[config.mk]
export PLATFORM = sky130hd
export DESIGN_NAME = dsp_mac_slice
export DESIGN_NICKNAME = d
export VERILOG_FILES = /design/src/rtl/dsp_mac_pkg.sv /design/src/rtl/dsp_mac_acc_bank.sv /design/src/rtl/dsp_mac_slice.sv
export SDC_FILE = /design/constraint.sdc
export NUM_CORES = 2
export LEC_CHECK = 0
export ABC_CLOCK_PERIOD_IN_PS = 16100
export CORE_ASPECT_RATIO = 0.9
export CORE_UTILIZATION = 35
export CTS_CLUSTER_SIZE = 30
export DETAILED_ROUTE_END_ITERATION = 7
export GPL_ROUTABILITY_DRIVEN = 0
export HOLD_SLACK_MARGIN = 0.05
export PLACE_DENSITY_LB_ADDON = 0.3
export RECOVER_POWER = 100
export SYNTH_ARGS = -nofsm -noshare
export SYNTH_HDL_FRONTEND = slang
export SYNTH_SLANG_ARGS = --single-unit
[constraint.sdc]
create_clock -name clk -period 16.1 [get_ports clk]
set_input_delay 3.22 -clock clk [delete_from_list [all_inputs] [get_ports clk]]
set_output_delay 3.22 -clock clk [all_outputs]
set_load 0.01 [all_outputs]
[src/rtl/dsp_mac_pkg.sv]
// rtl/dsp_mac_pkg.sv - shared op-bit indices and arithmetic helpers for the MAC slice
package dsp_mac_pkg;

    localparam int OP_PRE     = 0;
    localparam int OP_PRESUB  = 1;
    localparam int OP_POSTSUB = 2;

    // Working width for the helpers; comfortably wider than any PW+1 sum
    localparam int XW = 128;
    typedef logic signed [XW-1:0] wide_t;

    // Clamp a sign-extended value into the signed range of 'width' bits
    function automatic wide_t sat(input wide_t value, input int width);
        wide_t hi;
        wide_t lo;
        hi = (wide_t'(1) <<< (width - 1)) - wide_t'(1);
        lo = -(wide_t'(1) <<< (width - 1));
        if (value > hi) return hi;
        if (value < lo) return lo;
        return value;
    endfunction

    // Keep the low 'width' bits and sign-extend them (two's-complement wrap)
    function automatic wide_t wrap(input wide_t value, input int width);
        wide_t t;
        t = value <<< (XW - width);
        return t >>> (XW - width);
    endfunction

    // Arithmetic right shift with round-half-up
    function automatic wide_t round_shift(input wide_t value, input int shift);
        wide_t v;
        v = value;
        if (shift > 0) v = v + (wide_t'(1) <<< (shift - 1));
        return v >>> shift;
    endfunction

endpackage

[src/rtl/dsp_mac_acc_bank.sv]
// rtl/dsp_mac_acc_bank.sv - per-channel accumulator registers with sticky overflow flags
module dsp_mac_acc_bank
    import dsp_mac_pkg::*;
#(
    parameter int PW  = 48,
    parameter int NCH = 4,
    parameter int CHW = 2
) (
    input  logic           clk,
    input  logic           rst,
    input  logic           en_i,
    input  logic           clr_i,
    input  logic [CHW-1:0] rd_ch_i,
    output logic [PW-1:0]  rd_data_o,
    input  logic           wr_en_i,
    input  logic [CHW-1:0] wr_ch_i,
    input  logic [PW-1:0]  wr_data_i,
    input  logic           wr_ovf_i,
    output logic [NCH-1:0] sticky_o
);

    logic [PW-1:0]  acc_q [NCH];
    logic [NCH-1:0] sticky_q;

    // Combinational read; a channel tag beyond NCH reads as zero
    always_comb begin
        rd_data_o = '0;
        for (int i = 0; i < NCH; i++) begin
            if (CHW'(i) == rd_ch_i) rd_data_o = acc_q[i];
        end
    end

    // Clear beats a same-cycle write; out-of-range tags match no entry
    always_ff @(posedge clk or posedge rst) begin
        if (rst) begin
            for (int i = 0; i < NCH; i++) acc_q[i] <= '0;
            sticky_q <= '0;
        end else if (en_i) begin
            if (clr_i) begin
                for (int i = 0; i < NCH; i++) acc_q[i] <= '0;
                sticky_q <= '0;
            end else if (wr_en_i) begin
                for (int i = 0; i < NCH; i++) begin
                    if (CHW'(i) == wr_ch_i) begin
                        acc_q[i] <= wr_data_i;
                        if (wr_ovf_i) sticky_q[i] <= 1'b1;
                    end
                end
            end
        end
    end

    assign sticky_o = sticky_q;

endmodule

[src/rtl/dsp_mac_slice.sv]
// rtl/dsp_mac_slice.sv - pipelined signed pre-add/multiply/accumulate slice with channel bank
module dsp_mac_slice
    import dsp_mac_pkg::*;
#(
    parameter int AW     = 18,
    parameter int BW     = 18,
    parameter int DW     = 18,
    parameter int PW     = 48,
    parameter int NCH    = 4,
    parameter int SAT    = 1,
    parameter int OSHIFT = 0
) (
    input  logic                                   clk,
    input  logic                                   rst,
    input  logic                                   en,
    input  logic                                   clr_acc,
    input  logic                                   in_valid,
    input  logic [((NCH > 1) ? $clog2(NCH) : 1)-1:0] in_ch,
    input  logic                                   in_load,
    input  logic [2:0]                             in_op,
    input  logic [AW-1:0]                          a,
    input  logic [BW-1:0]                          b,
    input  logic [DW-1:0]                          d,
    input  logic [PW-1:0]                          c,
    output logic                                   out_valid,
    output logic [((NCH > 1) ? $clog2(NCH) : 1)-1:0] out_ch,
    output logic [PW-1:0]                          out_p,
    output logic                                   out_ovf,
    output logic [NCH-1:0]                         ovf_sticky
);

    localparam int CHW = (NCH > 1) ? $clog2(NCH) : 1;
    localparam int MW  = ((BW > DW) ? BW : DW) + 1;

    // S1: registered inputs
    logic           s1_valid_q, s1_load_q;
    logic [CHW-1:0] s1_ch_q;
    logic [2:0]     s1_op_q;
    logic [AW-1:0]  s1_a_q;
    logic [BW-1:0]  s1_b_q;
    logic [DW-1:0]  s1_d_q;
    logic [PW-1:0]  s1_c_q;

    // S2: registered product plus tags
    logic           s2_valid_q, s2_load_q, s2_postsub_q;
    logic [CHW-1:0] s2_ch_q;
    logic [PW-1:0]  s2_c_q;
    logic [PW-1:0]  s2_prod_q;

    // S3: registered accumulator result awaiting output scaling
    logic                 s3_valid_q, s3_ovf_q;
    logic [CHW-1:0]       s3_ch_q;
    logic signed [PW-1:0] s3_acc_q;

    // Output registers
    logic           out_valid_q, out_ovf_q;
    logic [CHW-1:0] out_ch_q;
    logic [PW-1:0]  out_p_q;

    logic signed [MW-1:0] b_e, d_e, pre;
    logic signed [PW-1:0] a_w, pre_w, prod_d;
    logic [PW-1:0]        rd_data, base;
    logic signed [PW:0]   sum;
    logic                 s3_ovf;
    logic [PW-1:0]        acc_new;
    logic [PW-1:0]        out_p_d;

    // S1 capture of the incoming sample
    always_ff @(posedge clk or posedge rst) begin
        if (rst) begin
            s1_valid_q <= 1'b0;
            s1_load_q  <= 1'b0;
            s1_ch_q    <= '0;
            s1_op_q    <= '0;
            s1_a_q     <= '0;
            s1_b_q     <= '0;
            s1_d_q     <= '0;
            s1_c_q     <= '0;
        end else if (en) begin
            s1_valid_q <= in_valid;
            s1_load_q  <= in_load;
            s1_ch_q    <= in_ch;
            s1_op_q    <= in_op;
            s1_a_q     <= a;
            s1_b_q     <= b;
            s1_d_q     <= d;
            s1_c_q     <= c;
        end
    end

    // Pre-adder at one bit above the wider operand, then full-precision product
    always_comb begin
        b_e    = {{(MW - BW){s1_b_q[BW-1]}}, s1_b_q};
        d_e    = {{(MW - DW){s1_d_q[DW-1]}}, s1_d_q};
        pre    = s1_op_q[OP_PRE] ? (s1_op_q[OP_PRESUB] ? d_e - b_e : d_e + b_e) : b_e;
        a_w    = {{(PW - AW){s1_a_q[AW-1]}}, s1_a_q};
        pre_w  = {{(PW - MW){pre[MW-1]}}, pre};
        prod_d = a_w * pre_w;
    end

    // S2 capture of the product; only the post-adder op bit is still needed
    always_ff @(posedge clk or posedge rst) begin
        if (rst) begin
            s2_valid_q   <= 1'b0;
            s2_load_q    <= 1'b0;
            s2_postsub_q <= 1'b0;
            s2_ch_q      <= '0;
            s2_c_q       <= '0;
            s2_prod_q    <= '0;
        end else if (en) begin
            s2_valid_q   <= s1_valid_q;
            s2_load_q    <= s1_load_q;
            s2_postsub_q <= s1_op_q[OP_POSTSUB];
            s2_ch_q      <= s1_ch_q;
            s2_c_q       <= s1_c_q;
            s2_prod_q    <= prod_d;
        end
    end

    // Read and write of the bank both happen here, so back-to-back samples see each other
    always_comb begin
        base    = s2_load_q ? s2_c_q : rd_data;
        sum     = s2_postsub_q ? ({base[PW-1], base} - {s2_prod_q[PW-1], s2_prod_q})
                               : ({base[PW-1], base} + {s2_prod_q[PW-1], s2_prod_q});
        s3_ovf  = sum[PW] ^ sum[PW-1];
        acc_new = (SAT != 0) ? PW'(sat(wide_t'(sum), PW)) : PW'(wrap(wide_t'(sum), PW));
    end

    dsp_mac_acc_bank #(
        .PW  (PW),
        .NCH (NCH),
        .CHW (CHW)
    ) u_bank (
        .clk       (clk),
        .rst       (rst),
        .en_i      (en),
        .clr_i     (clr_acc),
        .rd_ch_i   (s2_ch_q),
        .rd_data_o (rd_data),
        .wr_en_i   (s2_valid_q),
        .wr_ch_i   (s2_ch_q),
        .wr_data_i (acc_new),
        .wr_ovf_i  (s3_ovf),
        .sticky_o  (ovf_sticky)
    );

    // S3 capture of the unscaled result
    always_ff @(posedge clk or posedge rst) begin
        if (rst) begin
            s3_valid_q <= 1'b0;
            s3_ovf_q   <= 1'b0;
            s3_ch_q    <= '0;
            s3_acc_q   <= '0;
        end else if (en) begin
            s3_valid_q <= s2_valid_q;
            if (s2_valid_q) begin
                s3_ovf_q <= s3_ovf;
                s3_ch_q  <= s2_ch_q;
                s3_acc_q <= acc_new;
            end
        end
    end

    // Output scaling only; the stored accumulator stays unscaled
    always_comb begin
        out_p_d = (SAT != 0) ? PW'(sat(round_shift(wide_t'(s3_acc_q), OSHIFT), PW))
                             : PW'(wrap(round_shift(wide_t'(s3_acc_q), OSHIFT), PW));
    end

    // Output register; data fields hold between valid results
    always_ff @(posedge clk or posedge rst) begin
        if (rst) begin
            out_valid_q <= 1'b0;
            out_ovf_q   <= 1'b0;
            out_ch_q    <= '0;
            out_p_q     <= '0;
        end else if (en) begin
            out_valid_q <= s3_valid_q;
            if (s3_valid_q) begin
                out_ovf_q <= s3_ovf_q;
                out_ch_q  <= s3_ch_q;
                out_p_q   <= out_p_d;
            end
        end
    end

    assign out_valid = out_valid_q;
    assign out_ch    = out_ch_q;
    assign out_p     = out_p_q;
    assign out_ovf   = out_ovf_q;

endmodule

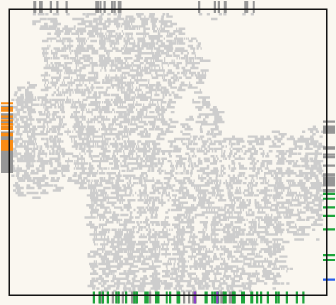
io_placement.png
Pins as bars across the die edge, other pins in grey.
purple -> in_ch  # pins 2, direction input, edge bottom
green -> out_p  # pins 48, direction output, edge 41 bottom, 7 right
blue -> clk  # pins 1, direction input, edge right
orange -> b  # pins 18, direction input, edge left
all pins by edge = 64 bottom, 49 left, 31 right, 25 top
Die Wd: 351 um
Die Ht: 316 um
port buffer count: 168

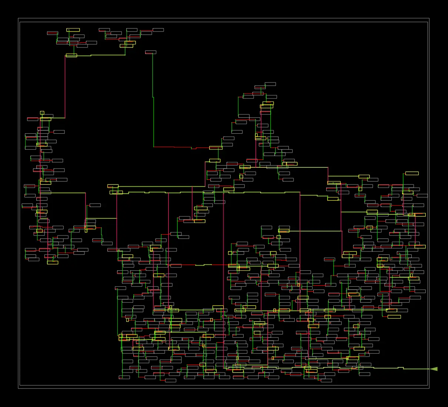
clocks.png
CTS sink count: 499
flip-flops: 499
Insertion Delay late pin: 680 ps

[registers in the layout (all words and copies together), names as in the netlist, 2 cells and up]
signal,flops
u_bank.acc_q,192
s1_c_q,48
s3_ch_q,2
s3_acc_q,48
u_bank.sticky_o,4
s2_c_q,48
s1_ch_q,2
s1_op_q,3
s2_ch_q,2
out_p,48
s1_a_q,18
s1_b_q,18
s1_d_q,18
out_ch,2
s2_prod_q,37
[kinds of logic after synthesis]
logic type / count (synthesis) / synth area share [%]
and+or+nand+nor: 981 / 12.1
AOI/OAI and AO/OA: 663 / 10.6
buffers and inverters: 640 / 6.43
adders and majority gates: 509 / 23.3
DFF: 499 / 32.6
muxes: 348 / 11.6
xor gates and xnor gates: 145 / 3.33
[cell type report]
cell class / count / area (sq um) / share of cell area, %
clock buffers: 73 / 1580 / 3.63
clock inverters: 29 / 494 / 1.14
inverters: 441 / 1660 / 3.82
multi-input cells: 2646 / 23400 / 54.0
flip-flops and latches: 499 / 12500 / 28.8
well taps: 1450 / 1810 / 4.18
repair buffers: 208 / 1960 / 4.51
[cell usage after synthesis, drive strengths merged, types with 9 or more instances]
| library cell | number |
|---|---|
| mux4 | 48 |
| fa | 342 |
| nand4 | 12 |
| o21ai | 283 |
| dfrtp | 499 |
| a21boi | 12 |
| or2 | 12 |
| nor4 | 13 |
| o31ai | 9 |
| nor2 | 138 |
| and3 | 17 |
| o21a | 18 |
| nor3 | 46 |
| ha | 165 |
| or3 | 13 |
| a21o | 47 |
| nand3 | 22 |
| nand2b | 19 |
| a31oi | 15 |
| a21oi | 161 |
| o21bai | 15 |
| clkbuf | 172 |
| inv | 441 |
| and2 | 169 |
| nand2 | 446 |
| xnor2 | 106 |
| nor2b | 47 |
| a22oi | 28 |
| o211ai | 11 |
| xor2 | 39 |
| buf | 27 |
| mux2 | 293 |
==> reports/qor.yml <==
routing:
  highest_layer: "met4"
  dr.pass1.iters: 5
  drt_first_iter_violations: 1612
  wl_met1_um: 48000
  viasPerCell: 5.09
  wl_met2_um: 46500
  vias: 27192
critical_path:
  critPathArrivalTime_ps: 12850
  path_delay_family: "buffers and inverters"
  cp-start-kind: "input pin"
  r2r_start: "s1_op_q[1]"
  crit_top_cell: "clkbuf_1"
  crit_path_max_incr_delay_ps: 5340
  crit_fanout: 147
  critPathCaptureType: "register"
  required_ps: 16660
  path_cells: "clkbuf_1 > clkbuf_1 > o21ai_0 > o31ai_1 > a41o_1"
  reg2regPathDepth: 38
  crit_start: "en"
  critPathCapture: "s2_prod_q[34]"
  rrSetupSlack_ps: 4730
  worstSetupPathType: "in2reg"
synth:
  ys.warnings.count: 0
  synthDistinctLibCells: 77
  largest_area_cell: "dfrtp_1"
  yosys-top-cells-area: "dfrtp_1 (33%), fa_1 (18%), mux2_2 (8.6%)"
  syn-num-nets: 4405
  synth-cells-yosys: 3785
cells_and_area:
  lay_top_cells: "dfrtp_1 (496), nand2_1 (444), inv_1 (439)"
  drive_gt1_share_pct: 13.7
  syn2layout_area_growth_pct: 13.2
  fin_cells: 5346
  final_cell_area_sq_um: 43400
outcome:
  violations: "max-capacitance violations, max-slew violations"
  status: "finished, violations left"
placed_design:
  placed_cell_area_sq_um: 41400
  preCtsSetupSlack_ps: 4950
  place.detailed.hpwl_um: 74300
global_routing:
  grt_start_max_net_pins: 150
  grtUsageMet1_pct: 26.9
  met3_usage_pct: 3.13
  grt_busiest_layer: "met2"
  antenna_found_initial: 1
final_timing:
  slew_violations: 721
  relSlewSlack_pct: -439
  setup_ws_ps: 3820
  hold_violations: 0
  worst_slew_pin_slew_ps: 8090
  rsz0062_at_grt: "false"
  finalClockSkew_ps: 60.5
  whs_ps: 474
clocking:
  clk_path_buf_depth: 3
  cts_buffers: 56
  cts-root-buf: "clkbuf_16"
  cts_tree: "yes"
  holdBufCountCts: 0
  clk_pin_slew_ps: 60
flow_run:
  maxCapViolations: 9
hold_path:
  holdPathEnd: "u_bank.acc_q[185]"
  holdCritPathClass: "reg2reg"
  min_from: "u_bank.acc_q[185]"
die:
  io_pins: 169
  die_area_sq_um: 111000
  num_rows: 114
